<file path="config.mk">
export PLATFORM = sky130hd
export DESIGN_NAME = exp_delay_line
export DESIGN_NICKNAME = d
export VERILOG_FILES = /design/src/rtl/gate_test_pkg.sv /design/src/rtl/exp_delay_line.sv
export SDC_FILE = /design/constraint.sdc
export NUM_CORES = 1
export LEC_CHECK = 0
export CAP_MARGIN = 10
export CORE_AREA = 10 10 47 49
export DETAILED_ROUTE_END_ITERATION = 6
export DIE_AREA = 0 0 57 59
export GPL_ROUTABILITY_DRIVEN = 0
export PLACE_DENSITY = 0.39
export SLEW_MARGIN = 30
export SYNTH_ARGS = -nofsm -noshare
export SYNTH_HDL_FRONTEND = slang
export SYNTH_SLANG_ARGS = --single-unit
</file>
<file path="constraint.sdc">
create_clock -name gclk -period 0.8 [get_ports gclk]
set_input_delay 0.12 -clock gclk [delete_from_list [all_inputs] [get_ports gclk]]
set_output_delay 0.12 -clock gclk [all_outputs]
set_load 0.005 [all_outputs]
</file>
<file path="src/rtl/gate_test_pkg.sv">
// Shared types and helpers for the 3-input gate PAR stimulus/response checker.
package gate_test_pkg;

    localparam int unsigned FUNC_AND = 0;
    localparam int unsigned FUNC_OR  = 1;
    localparam int unsigned FUNC_XOR = 2;

    localparam int unsigned VEC_W = 3;

    typedef enum logic [1:0] {
        ST_IDLE  = 2'd0,
        ST_DRIVE = 2'd1,
        ST_DRAIN = 2'd2,
        ST_DONE  = 2'd3
    } state_t;

    // One expected-value slot travelling alongside the DUT latency
    typedef struct packed {
        logic             valid;
        logic             exp;
        logic [VEC_W-1:0] vec;
    } exp_entry_t;

    // Reference gate function applied to a stimulus vector
    function automatic logic exp_func(input int unsigned func, input logic [VEC_W-1:0] v);
        logic r;
        case (func)
            FUNC_OR:  r = |v;
            FUNC_XOR: r = ^v;
            default:  r = &v;
        endcase
        return r;
    endfunction

endpackage

</file>
<file path="src/rtl/exp_delay_line.sv">
// LATENCY-deep shift line that aligns expected values with the DUT response.
module exp_delay_line
    import gate_test_pkg::*;
#(
    parameter int unsigned LATENCY = 1
) (
    input  logic       gclk,
    input  logic       resetn,
    input  logic       clr,
    input  exp_entry_t din,
    output exp_entry_t dout
);

    exp_entry_t line [LATENCY];

    // Shift one slot per cycle; clr flushes every slot so stale entries never compare
    always_ff @(posedge gclk or negedge resetn) begin
        if (!resetn) begin
            for (int i = 0; i < int'(LATENCY); i++) begin
                line[i] <= '0;
            end
        end else if (clr) begin
            for (int i = 0; i < int'(LATENCY); i++) begin
                line[i] <= '0;
            end
        end else begin
            line[0] <= din;
            for (int i = 1; i < int'(LATENCY); i++) begin
                line[i] <= line[i-1];
            end
        end
    end

    assign dout = line[LATENCY-1];

endmodule

</file>
==> flow_summary.yaml, run 1 <==
# implementation run metrics
clock_tree:
  path_clk_slew_ps: 40
  cts_sinks: 5
  cts_max_level: 1
  post_cts_buffers: 0
  cts_made_buffers: 3
  cts_hold_buf: 0
  cts_tree: "built"
  clock_path_buffers: 2
sta:
  tightestPinTransition_ps: 203.8
  rsz0062_at_grt: "true"
  min_period_ps: 835.9
  setup_slack_ps: -35.93
  holdWs_ps: 91.72
  final-setup-viol-count: 5
  min_period_over_period_pct: 104.5
  fmax_mhz: 1196
  max_slew_margin_pct: 86.37
  finalMaxSlewViolations: 0
route:
  avgRoutedWirePerCell_um: 10.05
  ant_nets: 0
  dr.pass1.iters: 1
  drtIter0Drc: 0
  drcViolationCount: 0
power:
  leakage_uw: 0.0001416
  power_switching_uw: 120.0
  design_power_total_uw: 619.0
  peakVddDrop_uv: 399.6
  swShare_pct: 19.39
  comb_power_share_pct: 10.3
  power.density_nw_per_um2: 2079
  p_int_uw: 499.0
yosys:
  ys_top_cells_by_area: "dfrtp_1 (80%), nor2b_1 (20%)"
  synth.avg_cell_area_um2: 15.64
  synth-edff-count: 0
  synthArstFlopShare_pct: 100.0
  ys_seq_share_pct: 80.00
  top_cell_area_share_pct: 80.00
  ys_cells: 10
  syn_nets: 18
  synth_area_leader_cell: "dfrtp_1"
  ys_types: 2
  syn_inst: 10
floorplanning:
  fp_util_pct: 11.16
  die_area_um2: 3363
  fp-row-count: 14
critical_path:
  worstSetupPathType: "reg -> out"
  end_kind: "output port"
  cp.required_ps: 680
  path_buffers: 1
  crit_family: "flip-flops"
  path_max_fanout: 1
  crit_chain: "buf_2"
  crit_arrival_ps: 720
  cp_slowest_cell: "dfrtp_1"
  max_stage_delay_ps: 350
final_layout:
  area_delta_synth_final_pct: 90.40
  layout.cells.non_filler: 42
  largest_reg_flops: 5
  drive_gt1_share_pct: 30.77
  num_antenna_cells: 0
  fin_util_pct: 21.25
  num-fill-cells: 159
outcome:
  violations: "negative setup slack"
  status: "finished with violations"
global_route:
  grt_overflow: 0
  track_usage_pct: 3.247
  grt_max_degree: 6
  grt_pass1_vias: 160
  grt_first_pass_wirelength_um: 703
hold_path:
  hold_path.class: "in -> async"
run:
  warnings: 28
  timing.max_cap.violations: 0
-- run 1: power groups by stage --
stage	registers (µW)	clock network (µW)	logic, µW
3_3_place_gp	273	0	78.3
2_1_floorplan	276	0	8.61
3_5_place_dp	273	0	78.1
4_1_cts	269	300	65.8
6_report	269	286	64.0
5_1_grt	269	344	73.2
-- run 1: final cells by class --
type	count	area, µm²	area share (%)
clock buffers	4	26.28	8.824
multi-input cells	5	31.28	10.50
repair buffers	12	95.09	31.93
well taps	16	20.02	6.723
flip-flops and latches	5	125.1	42.02
-- run 1: stage by stage --
step | cell area, µm² | setup slack (ps)
after detailed placement | 296.5 | -127.6
after global placement | 296.5 | -124.9
after floorplan | 156.4 | 330.7
after CTS | 297.8 | -48.23
after global routing | 297.8 | -75.55
final | 297.8 | -35.93
-- run 1: worst paths after layout --
| check | start | end | slack [ps] | depth (start not counted) |
|---|---|---|---|---|
| min in group gclk | din[1] | dout[1]$_DFF_PN0_ | 430 | 2 |
| worst min-delay path | resetn | dout[0]$_DFF_PN0_ | 90 | 1 |
| worst max-delay path | dout[0]$_DFF_PN0_ | dout[0] | -40 | 1 |
| max in group asynchronous | resetn | dout[3]$_DFF_PN0_ | 530 | 1 |
-- run 1: repair_timing --
action,in CTS,in global routing
hold endpoints to repair,0,0
setup endpoints to repair,5,5
gates resized,20,0
-- run 1: cell families after synthesis --
logic type	synth area share (%)
simple gates	20.00
flops	80.00
-- run 1: per-layer routing --
layer	routed length, µm	track usage, %
met1	210	3.461
met2	87	1.705
met3	103	4.292
met4	21	5.034
met5	0	0
-- run 1: cell usage in the layout, fill, tap and decap left out --
cell type / synthesis / routed
clkdlybuf4s50_1: 0 / 7
nor2b_1: 5 / 5
dfrtp_1: 5 / 5
buf_2: 0 / 5
clkbuf_4: 0 / 3
clkbuf_1: 0 / 1
Figure 1. Floorplan with the power grid (run 1).
Drawn at 6 px/µm. Pins as bars on the die edge.
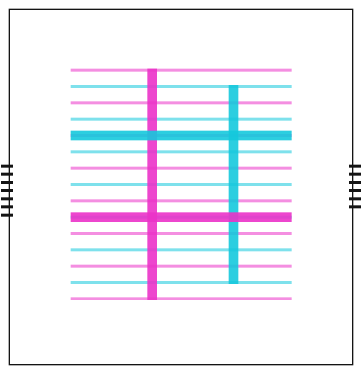
color	net
cyan	VDD
magenta	VSS
signal pins	13
met5 straps	2
chip height: 59 µm
CORE AREA: 1401 µm²

Figure 2. Met2 routing (run 1).
Drawn at 4 px/µm.
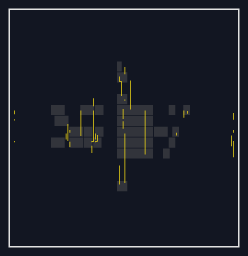
nets with wire on the layer	25
wire length on this layer	87.2 µm
longest straight run	12.2 µm
main direction	vertical
share of all routed wire	21%
Routed Wire Length: 422 µm
grt met2 use: 1.705%

Figure 3. Port wiring (run 1).
Drawn at 8 px/µm.
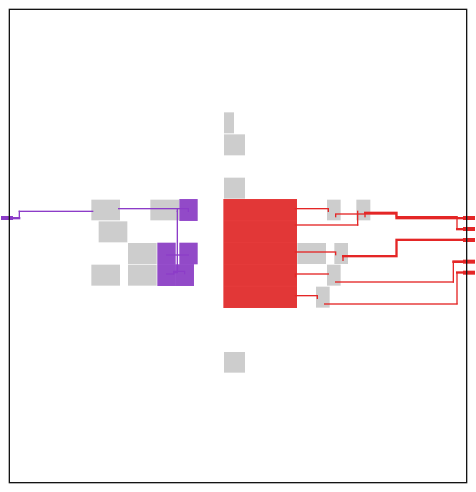
color	port	bits	direction	edge	end cells	wire
red	dout	5	output	right	5	116 µm
purple	clr	1	input	left	5	34.2 µm
I/O pin count: 13
IO buf count: 12

Figure 4. Sizing map (run 1).
Drawn at 6 px/µm.
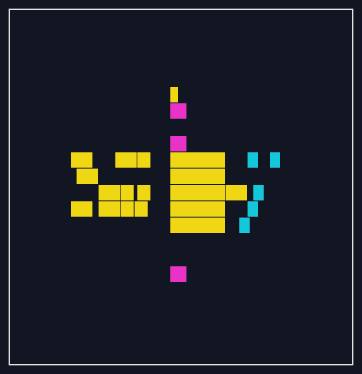

==> run 1 -> run 2 <==
==> constraint.sdc (replaced) <==
create_clock -name gclk -period 1 [get_ports gclk]
set_input_delay 0.15 -clock gclk [delete_from_list [all_inputs] [get_ports gclk]]
set_output_delay 0.15 -clock gclk [all_outputs]
set_load 0.005 [all_outputs]
Figure 5. Sizing map (run 2).
Drawn at 6 px/µm.
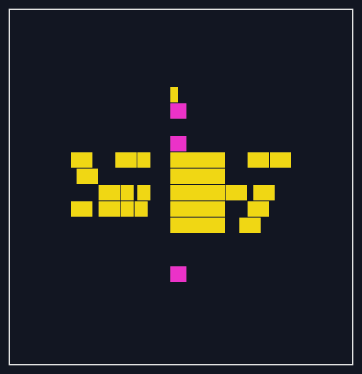
color	size	cells
yellow	drive 1 or less	23
magenta	drive 3 to 4	3
P&R area growth vs syn: 106.4%
Worst Slack Setup Final: 50.98 ps

==> run 2 against run 1 <==
Effect of this change:
- the flow now finishes without violations
- power down 19%
- clock power down about 20%
- synthesized cell count unchanged
- critical endpoint unchanged
- largest cell class unchanged
- largest power group unchanged
==> flow_summary.yaml, run 2 <==
# implementation run metrics
critical_path:
  crit_arrival_ps: 800
  path_max_fanout: 1
  cp_slowest_cell: "dfrtp_1"
  cp-start-kind: "flip-flop"
  end_kind: "output port"
  startpoint: "dout[0]$_DFF_PN0_"
  crit_family: "flip-flops"
  max_stage_delay_ps: 360
  cp.required_ps: 850
  path_buffers: 1
  worstSetupPathType: "reg -> out"
  crit_chain: "clkdlybuf4s15_1"
power:
  design_power_total_uw: 500.7
  power.density_nw_per_um2: 1551
  leakage_uw: 0.0001405
  peakVddDrop_uv: 322.1
sta:
  rsz0062_at_grt: "false"
  tightestPinTransition_ps: 203.8
  min_period_ps: 949.0
  fmax_mhz: 1054
  max_slew_margin_pct: 86.37
  final-setup-viol-count: 0
  min_period_over_period_pct: 94.90
  hold_viol_final: 0
  finalMaxSlewViolations: 0
floorplanning:
  io_pins: 13
  die_h_um: 59
  die_area_um2: 3363
  core_area_um2: 1401
  fp-row-count: 14
  fp_util_pct: 11.16
clock_tree:
  cts_max_level: 1
  post_cts_buffers: 0
  cts_made_buffers: 3
  cts_tree: "built"
  clock_path_buffers: 2
  root_buffer: "clkbuf_4"
  path_clk_slew_ps: 40
  cts_sinks: 5
final_layout:
  layout.cells.non_filler: 42
  nets: 35
  largest_reg_flops: 5
  regArea_um2: 125.1
  num_antenna_cells: 0
  drive_gt1_share_pct: 11.54
  num-fill-cells: 155
  stdcell_area_um2: 322.8
  comb_area_um2: 31.28
  layout.cells.most_common: "clkdlybuf4s50_1"
  mostFrequentLayoutCells: "clkdlybuf4s50_1 (7), nor2b_1 (5), dfrtp_1 (5), clkdlybuf4s15_1 (5), clkbuf_4 (3)"
global_route:
  track_usage_pct: 3.117
  grt_overflow: 0
  antenna_found_initial: 0
  grt_pass1_vias: 160
  grt_first_pass_wirelength_um: 683
  grt_max_degree: 6
run:
  warnings: 26
  timing.max_cap.violations: 0
yosys:
  xor_share_pct: 0
  synth_area_leader_cell: "dfrtp_1"
  synth_chip_area_um2: 156.4
  synthArstFlopShare_pct: 100.0
  syn_inst: 10
  ys_top_cells_by_count: "dfrtp_1 (5), nor2b_1 (5)"
  syn_nets: 18
  simple_gate_share_pct: 20.00
  ys_types: 2
  ys.flops: 5
  synth_adder_area_share_pct: 0
  ys_top_cells_by_area: "dfrtp_1 (80%), nor2b_1 (20%)"
  netlist_area_um2: 156.4
  ys_seq_share_pct: 80.00
  compound_area_share_pct: 0
  flop_cell: "dfrtp_1"
  yosys_warnings: 0
  logic_family: "simple AND/OR/NAND/NOR gates"
  synth.avg_cell_area_um2: 15.64
  synthMuxAreaShare_pct: 0
  synth-edff-count: 0
  top_cell_area_share_pct: 80.00
  ys_cells: 10
route:
  finalWirelength_um: 408
  route.met2.wl_um: 81
  wl_met1_um: 163
  drtIter0Drc: 0
  drcViolationCount: 0
  avgRoutedWirePerCell_um: 9.714
  vias: 133
  dr.pass1.iters: 1
  ant_nets: 0
  wl_met3_um: 143
  routed.top_layer: "met4"
  vias_per_cell: 3.167
hold_path:
  hold_path.class: "in -> async"
outcome:
  status: "completed"
placement:
  place_area_um2: 296.5
  dp.cells: 38
  numPortBuffers: 12
  dpl_worst_slack_ps: 42.41
## run 2: cell counts after synthesis
No cell type changed its count.
## run 2: kinds of logic after synthesis
family           after synthesis
AND/OR/NAND/NOR                5
flip-flops                     5
## run 2: final timing paths
kind / to / slack [ps] / cells past startpoint
min in group gclk: dout[1]$_DFF_PN0_ / 460 / 2
min: dout[0]$_DFF_PN0_ / 120 / 1
max: dout[0] / 50 / 1
max in group asynchronous: dout[3]$_DFF_PN0_ / 700 / 1
## run 2: through the flow
| step | util, % | hold WS [ps] |
|---|---|---|
| CTS | 23.04 | 116.9 |
| finish | 23.04 | 121.7 |
| detailed placement | 21.16 | 373.0 |
| global route | 23.04 | 113.5 |
| global placement | 21.16 | 379.1 |
| floorplan | - | -145.6 |
## run 2: metal layers
metal | up-vias | GRT usage, %
li1 | 63 | -
met4 | 0 | 5.034
met1 | 49 | 2.745
met2 | 17 | 1.705
met5 | - | 0
met3 | 4 | 4.936
## run 2: cell type report
| cell class | instances | area share [%] |
|---|---|---|
| tap | 16 | 6.202 |
| timing repair buffer | 12 | 37.21 |
| multi-input combinational | 5 | 9.690 |
| clock buffer | 4 | 8.140 |
| sequential | 5 | 38.76 |
## run 2: where the power goes
group / internal, µW / switching (µW)
registers: 213 / 2.49
clock network: 151 / 78.1
logic: 40.5 / 15.7
total: 404 / 96.3
## run 2: repair_timing
item	CTS	global route
gates resized	10	0
endpoints found under the setup margin	5	0
hold buffers	0	0
No activity file was given, so power comes from the tool's default toggle rates.
